$ cat src/rtl/decode_pkg.sv
// Shared decode encodings and the control bundle handed from ID to EX.
// Optional M-extension fields are compiled in with DECODE_MEXT_EN.
package decode_pkg;

    localparam int unsigned INST_W = 32;
    localparam int unsigned REG_W  = 5;

    localparam logic [6:0] OPC_LUI       = 7'b0110111;
    localparam logic [6:0] OPC_AUIPC     = 7'b0010111;
    localparam logic [6:0] OPC_JAL       = 7'b1101111;
    localparam logic [6:0] OPC_JALR      = 7'b1100111;
    localparam logic [6:0] OPC_BRANCH    = 7'b1100011;
    localparam logic [6:0] OPC_LOAD      = 7'b0000011;
    localparam logic [6:0] OPC_STORE     = 7'b0100011;
    localparam logic [6:0] OPC_OP_IMM    = 7'b0010011;
    localparam logic [6:0] OPC_OP        = 7'b0110011;
    localparam logic [6:0] OPC_SYSTEM    = 7'b1110011;
    localparam logic [6:0] OPC_OP_IMM_32 = 7'b0011011;
    localparam logic [6:0] OPC_OP_32     = 7'b0111011;

    localparam logic [1:0] WB_NONE = 2'b00;
    localparam logic [1:0] WB_JUMP = 2'b01;
    localparam logic [1:0] WB_ALU  = 2'b10;
    localparam logic [1:0] WB_LOAD = 2'b11;

    localparam logic [2:0] BR_NONE = 3'b000;
    localparam logic [2:0] BR_EQ   = 3'b010;
    localparam logic [2:0] BR_NE   = 3'b011;
    localparam logic [2:0] BR_LT   = 3'b100;
    localparam logic [2:0] BR_GE   = 3'b101;
    localparam logic [2:0] BR_LTU  = 3'b110;
    localparam logic [2:0] BR_GEU  = 3'b111;

    localparam logic [3:0] ALU_ADD  = 4'b0000;
    localparam logic [3:0] ALU_SUB  = 4'b1000;
    localparam logic [3:0] ALU_SLL  = 4'b0001;
    localparam logic [3:0] ALU_SLT  = 4'b0010;
    localparam logic [3:0] ALU_SLTU = 4'b0011;
    localparam logic [3:0] ALU_XOR  = 4'b0100;
    localparam logic [3:0] ALU_SRL  = 4'b0101;
    localparam logic [3:0] ALU_OR   = 4'b0110;
    localparam logic [3:0] ALU_AND  = 4'b0111;
    localparam logic [3:0] ALU_SRA  = 4'b1101;
    localparam logic [3:0] ALU_LUI  = 4'b1110;

    localparam logic [2:0] DMR_NONE = 3'b000;
    localparam logic [2:0] DMR_LB   = 3'b001;
    localparam logic [2:0] DMR_LBU  = 3'b010;
    localparam logic [2:0] DMR_LH   = 3'b011;
    localparam logic [2:0] DMR_LHU  = 3'b100;
    localparam logic [2:0] DMR_LW   = 3'b101;
    localparam logic [2:0] DMR_LD   = 3'b110;
    localparam logic [2:0] DMR_LWU  = 3'b111;

    localparam logic [2:0] DMW_NONE = 3'b000;
    localparam logic [2:0] DMW_SB   = 3'b001;
    localparam logic [2:0] DMW_SH   = 3'b010;
    localparam logic [2:0] DMW_SW   = 3'b011;
    localparam logic [2:0] DMW_SD   = 3'b100;

    typedef struct packed {
        logic       rf_wr_en;
        logic [1:0] rf_wr_sel;
        logic       do_jump;
        logic       is_branch;
        logic [2:0] br_type;
        logic       alu_a_sel;   // 1: PC, 0: rs1
        logic       alu_b_sel;   // 1: immediate, 0: rs2
        logic [3:0] alu_ctrl;
        logic [2:0] dm_rd_ctrl;
        logic [2:0] dm_wr_ctrl;
        logic       is_debug;
        logic       is_syscall;
        logic       rs1_used;
        logic       rs2_used;
        logic       is_word;
`ifdef DECODE_MEXT_EN
        logic       mdu_en;
        logic [2:0] mdu_op;
`endif
    } ctrl_t;

endpackage

$ cat src/rtl/decode_if.sv
// IF->ID->EX handshake bundle; slave is the decode stage, master the neighbours.
interface decode_if #(parameter int unsigned PC_W = 64);
    import decode_pkg::*;

    logic            in_valid;
    logic            in_ready;
    logic [31:0]     in_inst;
    logic [PC_W-1:0] in_pc;
    logic            flush;
    logic            out_valid;
    logic            out_ready;
    ctrl_t           out_ctrl;
    logic [PC_W-1:0] out_pc;
    logic [4:0]      out_rd;
    logic [4:0]      out_rs1;
    logic [4:0]      out_rs2;
    logic            out_illegal;

    modport slave (
        input  in_valid, in_inst, in_pc, flush, out_ready,
        output in_ready, out_valid, out_ctrl, out_pc, out_rd, out_rs1, out_rs2, out_illegal
    );

    modport master (
        output in_valid, in_inst, in_pc, flush, out_ready,
        input  in_ready, out_valid, out_ctrl, out_pc, out_rd, out_rs1, out_rs2, out_illegal
    );
endinterface

$ cat src/rtl/decode_comb.sv
// Pure combinational RV32I/RV64I instruction decoder (M extension with DECODE_MEXT_EN).
module decode_comb
    import decode_pkg::*;
#(
    parameter int unsigned XLEN = 64
) (
    input  logic [31:0] i_inst,
    output ctrl_t       o_ctrl_c,
    output logic        o_illegal_c,
    output logic [4:0]  o_rd_c,
    output logic [4:0]  o_rs1_c,
    output logic [4:0]  o_rs2_c
);
    localparam bit RV64 = (XLEN == 64);

    logic [6:0] w_opc;
    logic [6:0] w_f7;
    logic [2:0] w_f3;
    logic       w_sh_log;
    logic       w_sh_ari;
    logic       w_legal;
    ctrl_t      w_c;

    assign w_opc = i_inst[6:0];
    assign w_f3  = i_inst[14:12];
    assign w_f7  = i_inst[31:25];
    // Shift-immediate qualifiers: bit 25 is shamt[5] at RV64 but must be clear at RV32
    assign w_sh_log = (i_inst[31:26] == 6'b000000) && (RV64 || !i_inst[25]);
    assign w_sh_ari = (i_inst[31:26] == 6'b010000) && (RV64 || !i_inst[25]);

    // Opcode/funct decode; anything not explicitly legal collapses to an all-zero bundle
    always_comb begin
        w_c     = '0;
        w_legal = 1'b0;
        case (w_opc)
            OPC_LUI: begin
                w_legal = 1'b1; w_c.rf_wr_en = 1'b1; w_c.rf_wr_sel = WB_ALU;
                w_c.alu_b_sel = 1'b1; w_c.alu_ctrl = ALU_LUI;
            end
            OPC_AUIPC: begin
                w_legal = 1'b1; w_c.rf_wr_en = 1'b1; w_c.rf_wr_sel = WB_ALU;
                w_c.alu_a_sel = 1'b1; w_c.alu_b_sel = 1'b1;
            end
            OPC_JAL: begin
                w_legal = 1'b1; w_c.rf_wr_en = 1'b1; w_c.rf_wr_sel = WB_JUMP;
                w_c.do_jump = 1'b1; w_c.alu_a_sel = 1'b1; w_c.alu_b_sel = 1'b1;
            end
            OPC_JALR: begin
                w_legal = (w_f3 == 3'b000); w_c.rf_wr_en = 1'b1; w_c.rf_wr_sel = WB_JUMP;
                w_c.do_jump = 1'b1; w_c.alu_b_sel = 1'b1; w_c.rs1_used = 1'b1;
            end
            OPC_BRANCH: begin
                w_c.is_branch = 1'b1; w_c.rs1_used = 1'b1; w_c.rs2_used = 1'b1;
                w_legal = 1'b1;
                case (w_f3)
                    3'b000:  w_c.br_type = BR_EQ;
                    3'b001:  w_c.br_type = BR_NE;
                    3'b100:  w_c.br_type = BR_LT;
                    3'b101:  w_c.br_type = BR_GE;
                    3'b110:  w_c.br_type = BR_LTU;
                    3'b111:  w_c.br_type = BR_GEU;
                    default: w_legal = 1'b0;
                endcase
            end
            OPC_LOAD: begin
                w_c.rf_wr_en = 1'b1; w_c.rf_wr_sel = WB_LOAD;
                w_c.alu_b_sel = 1'b1; w_c.rs1_used = 1'b1;
                w_legal = 1'b1;
                case (w_f3)
                    3'b000:  w_c.dm_rd_ctrl = DMR_LB;
                    3'b001:  w_c.dm_rd_ctrl = DMR_LH;
                    3'b010:  w_c.dm_rd_ctrl = DMR_LW;
                    3'b100:  w_c.dm_rd_ctrl = DMR_LBU;
                    3'b101:  w_c.dm_rd_ctrl = DMR_LHU;
                    3'b011:  begin w_c.dm_rd_ctrl = DMR_LD;  w_legal = RV64; end
                    3'b110:  begin w_c.dm_rd_ctrl = DMR_LWU; w_legal = RV64; end
                    default: w_legal = 1'b0;
                endcase
            end
            OPC_STORE: begin
                w_c.alu_b_sel = 1'b1; w_c.rs1_used = 1'b1; w_c.rs2_used = 1'b1;
                w_legal = 1'b1;
                case (w_f3)
                    3'b000:  w_c.dm_wr_ctrl = DMW_SB;
                    3'b001:  w_c.dm_wr_ctrl = DMW_SH;
                    3'b010:  w_c.dm_wr_ctrl = DMW_SW;
                    3'b011:  begin w_c.dm_wr_ctrl = DMW_SD; w_legal = RV64; end
                    default: w_legal = 1'b0;
                endcase
            end
            OPC_OP_IMM: begin
                w_c.rf_wr_en = 1'b1; w_c.rf_wr_sel = WB_ALU;
                w_c.alu_b_sel = 1'b1; w_c.rs1_used = 1'b1;
                w_legal = 1'b1;
                case (w_f3)
                    3'b000:  w_c.alu_ctrl = ALU_ADD;
                    3'b010:  w_c.alu_ctrl = ALU_SLT;
                    3'b011:  w_c.alu_ctrl = ALU_SLTU;
                    3'b100:  w_c.alu_ctrl = ALU_XOR;
                    3'b110:  w_c.alu_ctrl = ALU_OR;
                    3'b111:  w_c.alu_ctrl = ALU_AND;
                    3'b001:  begin w_c.alu_ctrl = ALU_SLL; w_legal = w_sh_log; end
                    default: begin
                        w_c.alu_ctrl = w_sh_ari ? ALU_SRA : ALU_SRL;
                        w_legal      = w_sh_log | w_sh_ari;
                    end
                endcase
            end
            OPC_OP, OPC_OP_32: begin
                w_c.rf_wr_en = 1'b1; w_c.rf_wr_sel = WB_ALU;
                w_c.rs1_used = 1'b1; w_c.rs2_used = 1'b1;
                w_c.is_word  = (w_opc == OPC_OP_32);
                if (w_f7 == 7'b0000000) begin
                    case (w_f3)
                        3'b000:  begin w_c.alu_ctrl = ALU_ADD;  w_legal = 1'b1; end
                        3'b001:  begin w_c.alu_ctrl = ALU_SLL;  w_legal = 1'b1; end
                        3'b101:  begin w_c.alu_ctrl = ALU_SRL;  w_legal = 1'b1; end
                        3'b010:  begin w_c.alu_ctrl = ALU_SLT;  w_legal = !w_c.is_word; end
                        3'b011:  begin w_c.alu_ctrl = ALU_SLTU; w_legal = !w_c.is_word; end
                        3'b100:  begin w_c.alu_ctrl = ALU_XOR;  w_legal = !w_c.is_word; end
                        3'b110:  begin w_c.alu_ctrl = ALU_OR;   w_legal = !w_c.is_word; end
                        default: begin w_c.alu_ctrl = ALU_AND;  w_legal = !w_c.is_word; end
                    endcase
                end else if (w_f7 == 7'b0100000) begin
                    if (w_f3 == 3'b000) begin
                        w_c.alu_ctrl = ALU_SUB; w_legal = 1'b1;
                    end else if (w_f3 == 3'b101) begin
                        w_c.alu_ctrl = ALU_SRA; w_legal = 1'b1;
                    end
`ifdef DECODE_MEXT_EN
                end else if (w_f7 == 7'b0000001) begin
                    w_c.mdu_en = 1'b1; w_c.mdu_op = w_f3;
                    // mulhsu/mulh/mulhu have no word form
                    w_legal = !w_c.is_word || (w_f3 == 3'b000) || w_f3[2];
`endif
                end
                if (w_c.is_word && !RV64) w_legal = 1'b0;
            end
            OPC_OP_IMM_32: begin
                w_c.rf_wr_en = 1'b1; w_c.rf_wr_sel = WB_ALU; w_c.is_word = 1'b1;
                w_c.alu_b_sel = 1'b1; w_c.rs1_used = 1'b1;
                case (w_f3)
                    3'b000:  begin w_c.alu_ctrl = ALU_ADD; w_legal = 1'b1; end
                    3'b001:  begin w_c.alu_ctrl = ALU_SLL; w_legal = (w_f7 == 7'b0000000); end
                    3'b101:  begin
                        w_c.alu_ctrl = w_f7[5] ? ALU_SRA : ALU_SRL;
                        w_legal      = (w_f7 == 7'b0000000) || (w_f7 == 7'b0100000);
                    end
                    default: w_legal = 1'b0;
                endcase
                if (!RV64) w_legal = 1'b0;
            end
            OPC_SYSTEM: begin
                if (i_inst == 32'h0000_0073) begin
                    w_legal = 1'b1; w_c.is_syscall = 1'b1;
                end else if (i_inst == 32'h0010_0073) begin
                    w_legal = 1'b1; w_c.is_debug = 1'b1;
                end
            end
            default: w_legal = 1'b0;
        endcase
        if (!w_legal) w_c = '0;
    end

    assign o_ctrl_c    = w_c;
    assign o_illegal_c = !w_legal;
    assign o_rd_c      = w_c.rf_wr_en ? i_inst[11:7]  : 5'd0;
    assign o_rs1_c     = w_c.rs1_used ? i_inst[19:15] : 5'd0;
    assign o_rs2_c     = w_c.rs2_used ? i_inst[24:20] : 5'd0;
endmodule

$ cat src/rtl/decode_stage.sv
// ID stage: decoder feeding a 2-entry skid buffer so EX back-pressure never
// reaches IF combinationally. Optional M extension: DECODE_MEXT_EN.
module decode_stage
    import decode_pkg::*;
#(
    parameter int unsigned XLEN = 64,
    parameter int unsigned PC_W = XLEN
) (
    input  logic     clk,
    input  logic     rst_n,
    decode_if.slave  bus
);
    typedef enum logic [1:0] {S_EMPTY = 2'd0, S_ONE = 2'd1, S_TWO = 2'd2} state_t;

    typedef struct packed {
        ctrl_t           ctrl;
        logic [PC_W-1:0] pc;
        logic [4:0]      rd;
        logic [4:0]      rs1;
        logic [4:0]      rs2;
        logic            illegal;
    } entry_t;

    state_t r_state, w_state_nxt;
    logic   r_out_valid, r_in_ready;
    entry_t r_main, r_skid, w_new;
    logic   w_accept, w_emit;
    logic   w_ld_main_new, w_ld_main_skid, w_ld_skid;

    decode_comb #(.XLEN(XLEN)) u_dec (
        .i_inst      (bus.in_inst),
        .o_ctrl_c    (w_new.ctrl),
        .o_illegal_c (w_new.illegal),
        .o_rd_c      (w_new.rd),
        .o_rs1_c     (w_new.rs1),
        .o_rs2_c     (w_new.rs2)
    );
    assign w_new.pc = bus.in_pc;

    assign w_accept = bus.in_valid & r_in_ready;
    assign w_emit   = r_out_valid & bus.out_ready;

    // Next state and entry-load strobes; flush overrides every other event
    always_comb begin
        w_state_nxt    = r_state;
        w_ld_main_new  = 1'b0;
        w_ld_main_skid = 1'b0;
        w_ld_skid      = 1'b0;
        if (bus.flush) begin
            w_state_nxt = S_EMPTY;
        end else begin
            case (r_state)
                S_EMPTY: if (w_accept) begin
                    w_state_nxt = S_ONE; w_ld_main_new = 1'b1;
                end
                S_ONE: begin
                    if (w_accept && !w_emit) begin
                        w_state_nxt = S_TWO; w_ld_skid = 1'b1;
                    end else if (w_emit && !w_accept) begin
                        w_state_nxt = S_EMPTY;
                    end else if (w_emit && w_accept) begin
                        w_ld_main_new = 1'b1;
                    end
                end
                S_TWO: if (w_emit) begin
                    w_state_nxt = S_ONE; w_ld_main_skid = 1'b1;
                end
                default: w_state_nxt = S_EMPTY;
            endcase
        end
    end

    // State register with registered handshake flags derived from the next state
    always_ff @(posedge clk or negedge rst_n) begin
        if (!rst_n) begin
            r_state     <= S_EMPTY;
            r_out_valid <= 1'b0;
            r_in_ready  <= 1'b1;
        end else begin
            r_state     <= w_state_nxt;
            r_out_valid <= (w_state_nxt != S_EMPTY);
            r_in_ready  <= (w_state_nxt != S_TWO);
        end
    end

    // Entry storage: main drives EX, skid catches one beat of back-pressure
    always_ff @(posedge clk or negedge rst_n) begin
        if (!rst_n) begin
            r_main <= '0;
            r_skid <= '0;
        end else begin
            if (w_ld_main_new) begin
                r_main <= w_new;
            end else if (w_ld_main_skid) begin
                r_main <= r_skid;
            end
            if (w_ld_skid) begin
                r_skid <= w_new;
            end
        end
    end

    assign bus.in_ready    = r_in_ready;
    assign bus.out_valid   = r_out_valid;
    assign bus.out_ctrl    = r_main.ctrl;
    assign bus.out_pc      = r_main.pc;
    assign bus.out_rd      = r_main.rd;
    assign bus.out_rs1     = r_main.rs1;
    assign bus.out_rs2     = r_main.rs2;
    assign bus.out_illegal = r_main.illegal;
endmodule

$ cat src/flat_wrapper.sv
// flat-port wrapper written by rule: the top's interface ports become plain ports
module decode_stage_flat import decode_pkg::*;
#(
    parameter int unsigned XLEN = 64,
    parameter int unsigned PC_W = XLEN
)
  (clk, rst_n, bus_in_valid, bus_in_inst, bus_in_pc, bus_flush, bus_out_ready, bus_in_ready, bus_out_valid, bus_out_ctrl, bus_out_pc, bus_out_rd, bus_out_rs1, bus_out_rs2, bus_out_illegal);
  decode_if #(.PC_W(PC_W)) bus_i ();
  input  logic clk;
  input  logic rst_n;
  input wire logic [$bits(bus_i.in_valid)-1:0] bus_in_valid;
  input wire logic [$bits(bus_i.in_inst)-1:0] bus_in_inst;
  input wire logic [$bits(bus_i.in_pc)-1:0] bus_in_pc;
  input wire logic [$bits(bus_i.flush)-1:0] bus_flush;
  input wire logic [$bits(bus_i.out_ready)-1:0] bus_out_ready;
  output wire logic [$bits(bus_i.in_ready)-1:0] bus_in_ready;
  output wire logic [$bits(bus_i.out_valid)-1:0] bus_out_valid;
  output wire logic [$bits(bus_i.out_ctrl)-1:0] bus_out_ctrl;
  output wire logic [$bits(bus_i.out_pc)-1:0] bus_out_pc;
  output wire logic [$bits(bus_i.out_rd)-1:0] bus_out_rd;
  output wire logic [$bits(bus_i.out_rs1)-1:0] bus_out_rs1;
  output wire logic [$bits(bus_i.out_rs2)-1:0] bus_out_rs2;
  output wire logic [$bits(bus_i.out_illegal)-1:0] bus_out_illegal;
  assign bus_i.in_valid = bus_in_valid;
  assign bus_i.in_inst = bus_in_inst;
  assign bus_i.in_pc = bus_in_pc;
  assign bus_i.flush = bus_flush;
  assign bus_i.out_ready = bus_out_ready;
  assign bus_in_ready = bus_i.in_ready;
  assign bus_out_valid = bus_i.out_valid;
  assign bus_out_ctrl = bus_i.out_ctrl;
  assign bus_out_pc = bus_i.out_pc;
  assign bus_out_rd = bus_i.out_rd;
  assign bus_out_rs1 = bus_i.out_rs1;
  assign bus_out_rs2 = bus_i.out_rs2;
  assign bus_out_illegal = bus_i.out_illegal;
  decode_stage #(.XLEN(XLEN), .PC_W(PC_W)) u_core (.clk(clk), .rst_n(rst_n), .bus(bus_i));
endmodule
$ cat config.mk
export PLATFORM = sky130hd
export DESIGN_NAME = decode_stage_flat
export DESIGN_NICKNAME = d
export VERILOG_FILES = /design/src/rtl/decode_pkg.sv /design/src/rtl/decode_if.sv /design/src/rtl/decode_comb.sv /design/src/rtl/decode_stage.sv /design/src/flat_wrapper.sv
export SDC_FILE = /design/constraint.sdc
export NUM_CORES = 1
export LEC_CHECK = 0
export ABC_CLOCK_PERIOD_IN_PS = 1950
export CORE_UTILIZATION = 48
export CTS_BUF_LIST = sky130_fd_sc_hd__clkbuf_8
export CTS_CLUSTER_SIZE = 12
export DETAILED_ROUTE_END_ITERATION = 8
export GPL_TIMING_DRIVEN = 0
export PLACE_DENSITY = 0.76
export SETUP_SLACK_MARGIN = 0.15
export SLEW_MARGIN = 0
export SYNTH_ARGS = -nofsm -noshare
export SYNTH_HDL_FRONTEND = slang
export SYNTH_SLANG_ARGS = --single-unit
$ cat constraint.sdc
create_clock -name clk -period 1.95 [get_ports clk]
set_clock_uncertainty 0.15 [all_clocks]
set_input_delay 0.39 -clock clk [delete_from_list [all_inputs] [get_ports clk]]
set_output_delay 0.39 -clock clk [all_outputs]
set_load 0.1 [all_outputs]
run_1/met2.png
Drawn at 3 px/µm.
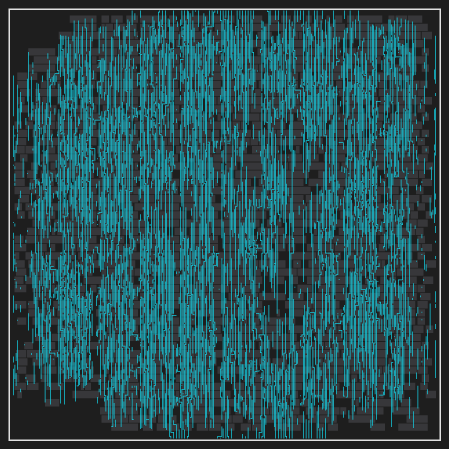
1394 nets have wire on it. The longest straight run is 53.9 µm. The layer carries 19600 µm of wire. The layer holds 50% of the routed length.
global routing usage on met2: 52.81%
aggregate routed wire length: 39270 µm

run_1/port_nets.png
Drawn at 2 px/µm.
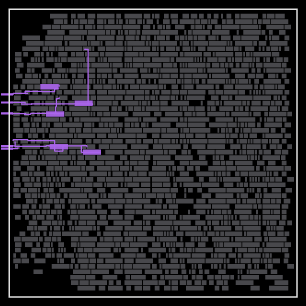
Purple shows bus_out_rs2, bits 5, direction output, edge left, end cells 5, buffers 5, wire 236 µm.
Buffers on Ports: 206
count of boundary I/O pins: 208

run_1/final_clocks.png
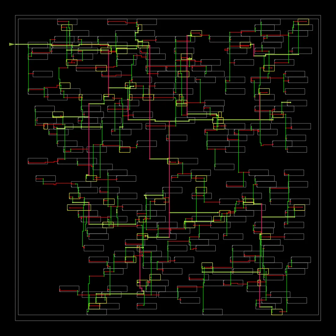
clk sinks: 214
clk pwr: 4120 µW

==> datasheet_impl.txt, run 1 <==
Physical design parameters

Parameter                              Value

Timing
  Sum of negative setup slack .................. -51.78 ns
  RSZ-0062 raised after global routing .................. true
  Final hold violation count .................. 0
  Setup-failing EPs final .................. 211
  Maximum clock frequency .................. 431.1 MHz
  Post-route worst hold slack .................. between 0.2 and 0.3 ns
  Post-route clock period utilization .................. 119.0%
  Final Max-Slew Violation Tally .................. 0
  Setup ws final .................. -0.3699 ns
  Transition time of the tightest slew-check pin .................. 0.6530 ns
  Headroom to the max-slew limit .................. 56.26%
  Clock period minus worst slack .................. 2.320 ns

Yosys
  Yosys stat chip area .................. 9562 µm²
  Most common cell in the synthesized netlist .................. sky130_fd_sc_hd__nand2_1
  Floorplan net count .................. 1186
  Share of Yosys cell area claimed by the top area cell type .................. 55.74%
  Number of synthesized flops with an enable pin .................. 0
  Post-synthesis mux area share .................. 0.4449%
  Xor+xnor area frac .................. 0.1832%
  Synth Area per Inst .................. between 8 and 9 µm²
  # Cells Yosys .................. 1082
  Main logic family after synthesis .................. simple AND/OR/NAND/NOR gates
  Number of distinct library cell variants in the gate-level netlist after synthesis .................. 57
  Simple-Gate Fraction of Synth Area .................. 24.17%
  Post-synth regs .................. approximately 210
  Register area share after synthesis .................. between 50% and 60%
  Cell taking the most area after synthesis .................. sky130_fd_sc_hd__dfrtp_1
  Most instantiated cells after synthesis .................. sky130_fd_sc_hd__nand2_1 (403), sky130_fd_sc_hd__dfrtp_1 (213), sky130_fd_sc_hd__nor2_1 (76)
  Area of the mapped netlist .................. roughly 9600 µm²
  Proportion of register bits with asynchronous set or reset after synthesis .................. 100.0%
  Most instantiated flip-flop cell in the synthesis netlist .................. sky130_fd_sc_hd__dfrtp_1
  Fraction of the mapped netlist area in compound gates .................. 15.09%
  Top area cells in the synthesized netlist .................. sky130_fd_sc_hd__dfrtp_1 (56%), sky130_fd_sc_hd__nand2_1 (16%), sky130_fd_sc_hd__a31oi_1 (4.3%)
  Yosys adder share .................. 0.3926%
  Gate Count Post-Synth .................. 1082
  Tally of yosys warning messages .................. 0

Clocking
  Postcts setup bufs .................. 23
  CTS H-Tree Depth .................. 2
  Cell resize tally after clock tree synthesis .................. 914
  Master cell of the clock root buffer .................. sky130_fd_sc_hd__clkbuf_8
  TritonCTS clock tree .................. built
  Count of hold buffers inserted by post-cts repair .................. 1
  Clk latency late pin .................. 0.53 ns
  TritonCTS buffer count .................. 36
  Number of buffers on the longest clock path .................. 3
  Clock-pin slew on the worst setup and hold paths .................. 0.06 ns

Critical path
  Crit-path cells .................. buf_6, nand2_4, nor3_4, buf_4, buf_6, nand2_8, buf_6, clkbuf_16, buf_12, nor3_2, a221o_1
  Critical Path Fanout Max .................. 6
  Total number of cells along the worst setup path .................. 11
  Top cell by count, worst path .................. sky130_fd_sc_hd__buf_6
  Slowest stage delay, CP .................. 0.61 ns
  CP delay by family, top .................. buffers and inverters
  Buf/Inv on CP .................. 6
  Crit Path Category .................. register to register
  Critical path capture point type .................. register
  Data required time at the worst endpoint .................. 2.26 ns
  Critical Path Start Type .................. register
  CP arrival .................. 2.63 ns
  Slowest cell on the critical path .................. sky130_fd_sc_hd__dfstp_4
  Cell depth of the worst flop-to-flop path .................. 11

Placement
  Cell area reported after detailed placement .................. 12400 µm²
  Final Wtd Congestion .................. 0.9586
  Placed wire-length estimate .................. 19300 µm
  Post-Place Cells .................. 1554
  Setup slack at placement .................. -1.300 ns

Cells and area
  Final cell utilization of the core .................. between 80% and 90%
  Final cell count without fillers .................. 1689
  Layout multi-input combinational cell count .................. between 700 and 800
  Number of clock buffer instances in the layout .................. 46
  Fraction of layout cells with a size suffix above 1 .................. 46.70%
  Reg area .................. 5365 µm²
  Most numerous logic cell after layout .................. sky130_fd_sc_hd__nand2_1
  Non-clock buffer share .................. 25.89%
  Number of antenna cells inserted .................. 0
  Biggest Area Class .................. combinational gates
  Layout inverter count without the clock tree .................. 8
  Number of non-clock buffers .................. 365
  Number of fillers in the final layout .................. 1034
  Synth-to-layout area growth .................. 71.33%
  Proportion of cell area occupied by multi-input gates .................. 34.87%
  Register with the most flip-flops .................. u_core.r_skid
  Most frequently placed logic cells in the final layout .................. sky130_fd_sc_hd__nand2_1 (265), sky130_fd_sc_hd__dfrtp_1 (211), sky130_fd_sc_hd__buf_4 (110)
  Proportion of cell area occupied by registers .................. about a third
  Nets .................. 1511
  Area of combinational cells with multiple inputs .................. 5713 µm²
  Share of final layout cell area taken by clock buffers and inverters .................. under 10%
  Number of flip-flops under the largest register name .................. 105
  Total non-filler cell area in the finished layout .................. around 16000 µm²
  Num sequential .................. 214

Job
  Warning total across the stage logs .................. 35
  Maximum Capacitance Violations .................. 0

Route
  Number of DRC markers after the initial detailed-route iteration .................. 824
  Number of design rule violations left after detail routing .................. 0
  Detail-routed via count per cell .................. 6.153
  Antenna viol nets, final .................. 0
  Wirelength per Cell .................. around 23 µm
  TritonRoute pass-1 iters .................. 5
  Total number of vias .................. 10390

Floorplanning
  Fp util .................. 48.97%
  Floorplan Core Area .................. 19530 µm²
  Standard-cell rows .................. between 50 and 60
  Y dimension of the die .................. 143.1 µm
  Die width .................. approximately 140 µm
  TAP cells .................. 265
  Die Footprint .................. 20490 µm²

Outcome
  Failing checks .................. setup timing
  Outcome .................. finished, violations left

Power and ir drop
  Worst vdd ir .................. 0.0005470 V
  Power per cell area .................. 1055 nW/µm²
  Total chip power .................. 17290 µW
  Static Leakage .................. 0.007455 µW

Global routing
  Total global routing overflow .................. 0
  Pin count of the biggest net entering global routing .................. approximately 110
  First-pass GRT wire length .................. 50560 µm
  Initial antenna violation count .................. 0
  Number of global-route vias before repair .................. between 9000 and 10000
  Total routing resource utilization after global routing .................. between 30 and 40%

Worst hold path
  Worst hold path type .................. primary input to register
  Number of stages on the worst hold path .................. 4
[run 1: path summary, 6_finish.rpt]
check | start | endpoint | slack [ns]
worst max-delay path | u_core.bus.in_ready$_DFF_PN1_ | u_core.bus.out_ctrl[10]$_DFFE_PN0P_ | -0.37
worst min-delay path | bus_in_inst[2] | u_core.r_skid[101]$_DFFE_PN0P_ | 0.28
worst max register to register | u_core.bus.in_ready$_DFF_PN1_ | u_core.bus.out_ctrl[10]$_DFFE_PN0P_ | -0.37
worst min register to register | u_core.r_skid[20]$_DFFE_PN0P_ | u_core.r_skid[20]$_DFFE_PN0P_ | 0.32
max in group asynchronous | rst_n | u_core.r_state[0]$_DFF_PN0_ | 0.38
min in group asynchronous | rst_n | u_core.r_skid[93]$_DFFE_PN0P_ | 0.29
[run 1: worst register-to-register path, stage by stage, from the launching register on]
cell and delay, ns:
sky130_fd_sc_hd__dfstp_4 0.61, sky130_fd_sc_hd__buf_6 0.10, sky130_fd_sc_hd__nand2_4 0.07, sky130_fd_sc_hd__nor3_4 0.29, sky130_fd_sc_hd__buf_4 0.17, sky130_fd_sc_hd__buf_6 0.10, sky130_fd_sc_hd__nand2_8 0.07, sky130_fd_sc_hd__buf_6 0.13
sky130_fd_sc_hd__clkbuf_16 0.17, sky130_fd_sc_hd__buf_12 0.14, sky130_fd_sc_hd__nor3_2 0.12, sky130_fd_sc_hd__a221o_1 0.14
[run 1: per-layer routing]
layer / GRT usage (%) / wire, µm
met5: 0 / 0
met4: 13.30 / 1893
met3: 6.405 / 3388
met2: 52.81 / 19610
met1: 42.01 / 14380
[run 1: power by group]
group	switching [µW]	internal [µW]
Combinational	4970	2020
Sequential	733	5460
Clock	1890	2230
Total	7590	9700
--- run 2 (diff from run 1) ---
CORE_MARGIN = 5   (was not set)
CORE_UTILIZATION = 35   (was 48)
PLACE_DENSITY = 0.58   (was 0.76)
SETUP_SLACK_MARGIN = 0.5   (was 0.15)
run_2/met2.png
Drawn at 3 px/µm.
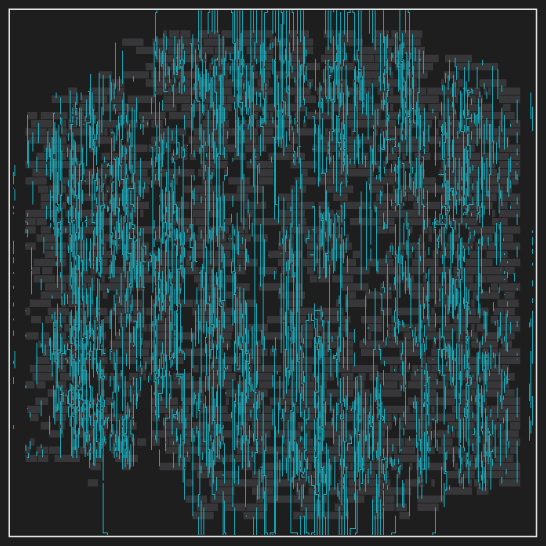
The layer holds 49% of the routed length. The layer carries 17400 µm of wire. The longest straight run is 97.2 µm. 1347 nets have wire on it. The wires run mostly vertical.
aggregate routed wire length: 35810 µm
global routing usage on met2: 34.02%

run_2/clock_map.png
Drawn at 3 px/µm.
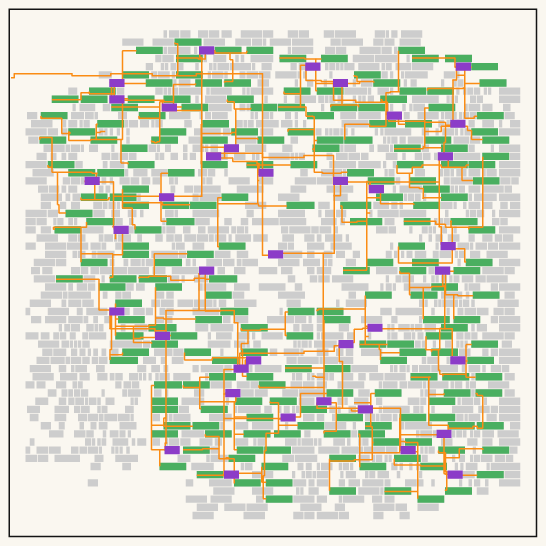
Purple shows cells driving clock nets, count 38. Green shows flip-flops, count 214. Orange shows clock wires, length 3230 µm.
Position of the flops: spread over the die. There are 39 routed clock nets.
clock power share: 21.2%
clk pwr: 3990 µW
clk latency late pin: 0.53 ns

==> datasheet_impl.txt, run 2 <==
Physical design parameters

Parameter                              Value

Yosys
  Post-synth regs .................. 214 (unchanged)
  Proportion of register bits with asynchronous set or reset after synthesis .................. 100.0% (unchanged)
  Yosys stat chip area .................. 9562 µm² (unchanged)
  Synth Area per Inst .................. 8.837 µm² (unchanged)
  Fraction of the mapped netlist area in compound gates .................. 15.09% (unchanged)
  Simple-Gate Fraction of Synth Area .................. 24.17% (unchanged)
  Tally of yosys warning messages .................. 0 (unchanged)
  Cell taking the most area after synthesis .................. sky130_fd_sc_hd__dfrtp_1
  Most instantiated flip-flop cell in the synthesis netlist .................. sky130_fd_sc_hd__dfrtp_1

Route
  Detail-routed via count per cell .................. 5.277 (-14%)
  Number of DRC markers after the initial detailed-route iteration .................. 745 (-9.6%)
  TritonRoute pass-1 iters .................. 5 (unchanged)
  Routed length on met2 .................. 17400 µm (-11%)

Worst hold path
  Worst hold path type .................. primary input to async pin

Critical path
  Slowest stage delay, CP .................. 0.64 ns (+0.03 ns)
  Critical Path Start Type .................. register
  Capture point of the critical path .................. u_core.r_skid[55]$_DFFE_PN0P_
  Crit Path Category .................. register to register
  Register-to-register setup slack .................. -0.24 ns (+0.13 ns)
  Critical R2R Capture .................. u_core.r_skid[55]$_DFFE_PN0P_
  Crit-path cells .................. nand2_4, nor3_4, buf_6, buf_6, buf_12, nand3_4, buf_8, buf_12, nand2_2, nand2_1
  Data required time at the worst endpoint .................. 2.20 ns (-0.06 ns)
  Critical Path Fanout Max .................. 5 (-1)
  Critical path capture point type .................. register
  Slowest cell on the critical path .................. sky130_fd_sc_hd__dfstp_4

Timing
  Transition time of the tightest slew-check pin .................. 0.8117 ns (+0.1587 ns)
  Headroom to the max-slew limit .................. 45.89% (-10 points)
  Maximum clock frequency .................. 456.0 MHz (+5.8%)
  Setup ws final .................. -0.2430 ns (+0.1269 ns)
  RSZ-0062 raised after global routing .................. true
  Final hold violation count .................. 97 (+97)
  Post-route clock period utilization .................. 112.5% (-6.5 points)
  Clock period minus worst slack .................. 2.193 ns (-0.1269 ns)
  Post-route worst hold slack .................. -0.2800 ns (-0.5619 ns)
  Setup-failing EPs final .................. 209 (-0.95%)

Floorplanning
  Die Footprint .................. 30720 µm² (+50%)
  Floorplan Core Area .................. 26950 µm² (+38%)
  Die width .................. 175.3 µm (+22%)
  Standard-cell rows .................. 60 (+18%)

Clocking
  Number of buffers on the longest clock path .................. 3 (unchanged)
  CTS H-Tree Depth .................. 2 (unchanged)
  TritonCTS clock tree .................. built

Global routing
  First-pass GRT wire length .................. 51950 µm (+2.7%)
  Pin count of the biggest net entering global routing .................. 118 (+6.3%)
  Number of global-route vias before repair .................. 9216 (-3.0%)
  Total global routing overflow .................. 0 (unchanged)
  Initial antenna violation count .................. 2 (+2)

Placement
  Final Wtd Congestion .................. 0.8421 (-12%)
  Placed wire-length estimate .................. 21460 µm (+11%)
  Buffers on Ports .................. 206 (unchanged)
  Setup slack at placement .................. -1.313 ns (-0.01288 ns)

Outcome
  Outcome .................. finished, violations left
  Failing checks .................. hold timing, setup timing

Cells and area
  Number of fillers in the final layout .................. 2038 (+97%)
  Number of antenna cells inserted .................. 0 (unchanged)
  Number of flip-flops under the largest register name .................. 105 (unchanged)
  Most frequently placed logic cells in the final layout .................. sky130_fd_sc_hd__nand2_1 (300), sky130_fd_sc_hd__dfrtp_1 (200), sky130_fd_sc_hd__buf_12 (124)
  Synth-to-layout area growth .................. 85.47%
  Nets .................. 1551 (+2.6%)
  Final cell utilization of the core .................. 65.80% (-18 points)

Power and ir drop
  Static Leakage .................. 0.007794 µW (+4.6%)

Job
  Maximum Capacitance Violations .................. 0 (unchanged)
-- run 2: netlist changes by cell type in the layout (fill, tap and decap cells not counted), sizes merged, moves of 2 or more --
cell	previous run	this run
inv	14	24
clkinv	2	0
clkdlybuf4s50	88	86
buf	203	246
clkbuf	112	107
dlymetal6s2s	1	3
-- run 2: layer usage --
layer | vias to the layer above | track usage (%)
met5 | - | 0
met4 | 4 | 5.401
met3 | 64 | 4.778
met2 | 302 | 34.02
met1 | 4735 | 28.53
li1 | 4441 | -
-- run 2: stage by stage --
step           instances   TNS, ns  total power [µW]
3_5_place_dp        1630   -168.96             11960
5_1_grt             1809    -47.92             19510
4_1_cts             1758    -17.22             17550
3_3_place_gp        1629  -2095.91             11890
2_1_floorplan       1082    -33.75             10250
6_report            1809    -33.95             18780
-- run 2: critical path: cells and delay by family, from the launching register on --
kind                   cells  cell delay (ns)
buffers and inverters      5             0.70
flip-flops                 1             0.64
AND/OR/NAND/NOR            5             0.57
-- run 2: what timing repair did --
| action | CTS | global route |
|---|---|---|
| endpoints found under the setup margin | 321 | 321 |
| pin swaps | 20 | 60 |
| gates cloned | 14 | 18 |
| setup buffers | 53 | 33 |
| hold endpoints to repair | 97 | 97 |
| resized | 1166 | 361 |
-- run 2: layout make-up --
type / instances / area (µm²) / share of cell area, %
clock buffer: 44 / 605.6 / 3.415
buffer: 80 / 1110 / 6.258
sequential: 214 / 5379 / 30.33
multi-input combinational: 781 / 5560 / 31.35
inverter: 8 / 30.03 / 0.1693
timing repair buffer: 324 / 4533 / 25.56
clock inverter: 17 / 90.09 / 0.5080
tap: 341 / 426.7 / 2.406
-- run 2: where the power goes --
part           internal [µW]  total (µW)  switching (µW)  leakage [µW]
logic                   3450        8330            4870       0.00470
registers               5460        6470            1000       0.00268
clock network           2160        3990            1830      0.000416
--- run 3 (diff from run 2) ---
CAP_MARGIN = 20   (was not set)
PLACE_DENSITY = not set   (was 0.58)
run_3/clock_map.png
Drawn at 3 px/µm.
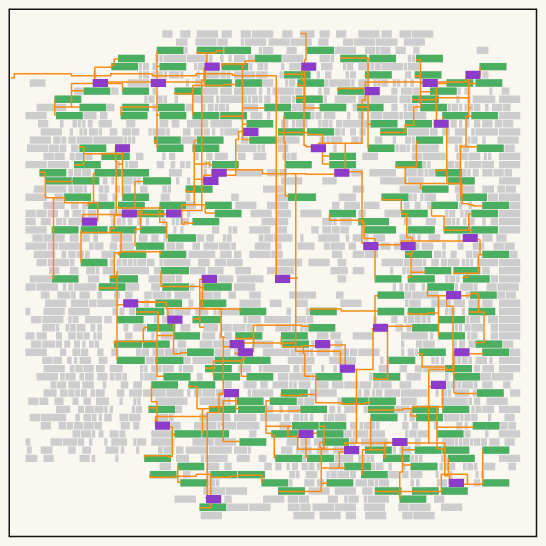
Purple shows cells driving clock nets, count 39. Orange shows clock wires, length 3140 µm. Green shows flip-flops, count 214.
There are 40 routed clock nets. Position of the flops: spread over the die.
clk latency late pin: 0.51 ns
clk pwr: 4270 µW
clock power share: 22.7%

run_3/final_clocks.png
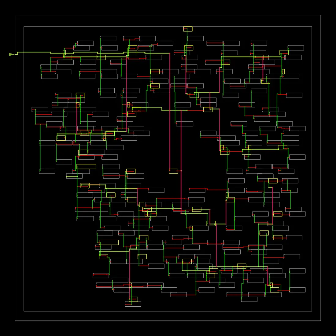
TritonCTS buffer count: 39
num sequential: 214

==> datasheet_impl.txt, run 3 <==
Physical design parameters

Parameter                              Value

Outcome
  Outcome .................. finished, violations left
  Failing checks .................. hold timing, setup timing

Yosys
  Post-synth regs .................. 214 (unchanged)
  Most instantiated flip-flop cell in the synthesis netlist .................. sky130_fd_sc_hd__dfrtp_1
  Proportion of register bits with asynchronous set or reset after synthesis .................. 100.0% (unchanged)
  Cell taking the most area after synthesis .................. sky130_fd_sc_hd__dfrtp_1
  Synth Area per Inst .................. 8.837 µm² (unchanged)
  Tally of yosys warning messages .................. 0 (unchanged)
  Yosys stat chip area .................. 9562 µm² (unchanged)

Timing
  RSZ-0062 raised after global routing .................. true
  Setup-failing EPs final .................. 134 (-36%)
  Post-route clock period utilization .................. 115.0% (+2.6 points)
  Final hold violation count .................. 53 (-45%)
  Sum of negative setup slack .................. -18.65 ns (+15.30 ns)
  Post-route worst hold slack .................. -0.3783 ns (-0.09828 ns)
  Setup ws final .................. -0.2929 ns (-0.04989 ns)
  Maximum clock frequency .................. 445.9 MHz (-2.2%)
  Clock period minus worst slack .................. 2.243 ns (+0.04989 ns)
  Transition time of the tightest slew-check pin .................. 0.5385 ns (-0.2732 ns)

Floorplanning
  Standard-cell rows .................. 60 (unchanged)
  Die width .................. 175.3 µm (unchanged)
  Floorplan Core Area .................. 26950 µm² (unchanged)

Critical path
  Critical path capture point type .................. register
  Slowest cell on the critical path .................. sky130_fd_sc_hd__or4_4
  Slowest stage delay, CP .................. 0.52 ns (-0.12 ns)
  Critical Path Start Type .................. primary input
  Critical Path Fanout Max .................. 8 (+3)
  Buf/Inv on CP .................. 4 (-1)
  Crit-path cells .................. buf_6, or4_4, buf_6, nor4b_4, and3_1, nand4b_1, nor3_4, buf_12, buf_8, o31ai_2

Power and ir drop
  Total chip power .................. 18830 µW (+0.26%)
  Portion of total power attributed to sequential cells .................. 34.3% (about the same)
  Static Leakage .................. 0.007733 µW (-0.78%)
  Psw .................. 7625 µW (-1.1%)
  Internal power component .................. 11200 µW (+1.2%)
  Share of total power consumed by net switching .................. 40.50% (-0.55 points)

Cells and area
  Number of fillers in the final layout .................. 2054 (+0.79%)
  Number of non-clock buffers .................. 406 (+0.50%)
  Proportion of cell area occupied by registers .................. 30.71% (+0.38 points)
  Number of clock buffer instances in the layout .................. 47 (+6.8%)
  Layout inverter count without the clock tree .................. 8 (unchanged)
  Area of combinational cells with multiple inputs .................. 5306 µm² (-4.6%)
  Nets .................. 1553 (+0.13%)
  Synth-to-layout area growth .................. 83.33%
  Most frequently placed logic cells in the final layout .................. sky130_fd_sc_hd__nand2_1 (297), sky130_fd_sc_hd__dfrtp_1 (197), sky130_fd_sc_hd__buf_12 (121)
  Layout multi-input combinational cell count .................. 780 (-0.13%)
  Reg area .................. 5383 µm² (about the same)
  Proportion of cell area occupied by multi-input gates .................. 30.27% (-1.1 points)
  Final cell count without fillers .................. 1811 (+0.11%)
  Number of flip-flops under the largest register name .................. 105 (unchanged)
  Non-clock buffer share .................. 32.07% (+0.25 points)
  Biggest Area Class .................. non-clock buffers

Global routing
  Pin count of the biggest net entering global routing .................. 94 (-20%)
  Number of global-route vias before repair .................. 9360 (+1.6%)
  Initial antenna violation count .................. 0 (-2)
  First-pass GRT wire length .................. 51490 µm (-0.88%)
  Total global routing overflow .................. 0 (unchanged)

Route
  Aggregate routed wire length .................. 35320 µm (-1.4%)
  TritonRoute pass-1 iters .................. 5 (unchanged)
  Number of DRC markers after the initial detailed-route iteration .................. 735 (-1.3%)
  Detail-routed via count per cell .................. 5.268 (-0.17%)

Worst hold path
  Worst hold path type .................. primary input to async pin

Placement
  Final Wtd Congestion .................. 0.8560 (+1.7%)
  Buffers on Ports .................. 206 (unchanged)
  Setup slack at placement .................. -1.292 ns (+0.02110 ns)

Clocking
  Number of buffers on the longest clock path .................. 3 (unchanged)
run 3: power groups by stage:
stage	logic [µW]	clock network, µW	registers (µW)
final	8100	4270	6460
after floorplan	1280	0	8980
after CTS	7210	4340	6240
after global routing	8430	4560	6580
after global placement	5820	0	6060
after detailed placement	5880	0	6080
run 3: logic make-up (layout without fill, tap and decap cells):
logic type / Yosys count / in the layout / share of synthesized area (%)
xor gates and xnor gates: 2 / 2 / 0.1832
adders and majority gates: 3 / 3 / 0.3926
buffers and inverters: 88 / 476 / 3.703
muxes: 4 / 4 / 0.4449
and+or+nand+nor: 562 / 562 / 24.17
DFF: 214 / 214 / 56.02
AOI/OAI and AO/OA: 209 / 209 / 15.09
run 3: repair_timing:
action,CTS,global route
setup endpoints to repair,321,321
buffers inserted,48,43
pin swaps,27,57
endpoints found under the hold margin,44,44
resized,1151,352
gates cloned,10,17
run 3: path summary, 6_finish.rpt:
check,from,end,slack (ns),cells after the start
worst max-delay path,bus_in_inst[31],u_core.bus.out_ctrl[12]$_DFFE_PN0P_,-0.29,10
worst min-delay path,rst_n,u_core.r_skid[7]$_DFFE_PN0P_,-0.38,1
worst max register to register,u_core.bus.in_ready$_DFF_PN1_,u_core.bus.out_ctrl[19]$_DFFE_PN0P_,-0.23,9
worst min register to register,u_core.r_skid[8]$_DFFE_PN0P_,u_core.r_skid[8]$_DFFE_PN0P_,0.33,2
max in group asynchronous,rst_n,u_core.r_skid[90]$_DFFE_PN0P_,0.86,3
min in group clk,bus_out_ready,u_core.bus.in_ready$_DFF_PN1_,0.26,3
run 3: routing by layer:
layer	vias to the layer above	wire length, µm	part of all wire [%]	global-route usage (%)
met5	-	0	0	0
met4	0	629	1.8	5.925
met3	58	2281	6.5	3.960
met2	341	17380	49	32.95
met1	4696	15020	43	29.10
li1	4445	-	-	-

==> layout pictures side by side <==
Placed cells, one color a class.
Drawn at 2 px/µm. Fill, decap, tap and diode cells in gray.
Plate I
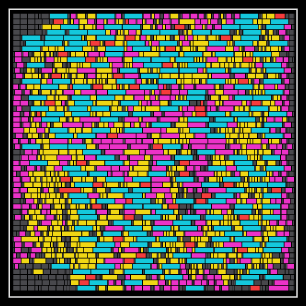
Plate II
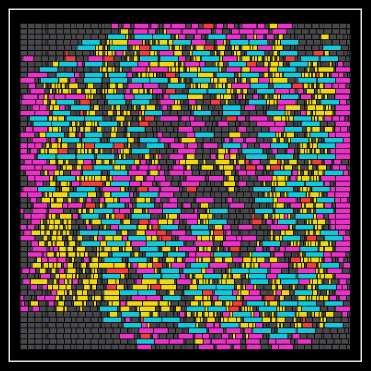
The one with the highest utilization is Plate I.
The one with the largest die is Plate II.
- run 1 = Plate I
- run 3 = Plate II

Key to Plate I:
Cyan shows flip-flops, cells 214. Magenta shows other buffers and delay cells, cells 365. Red shows clock drivers and dummy loads, cells 55. Yellow shows all other logic, cells 790.

No activity file was given, so power comes from the tool's default toggle rates.
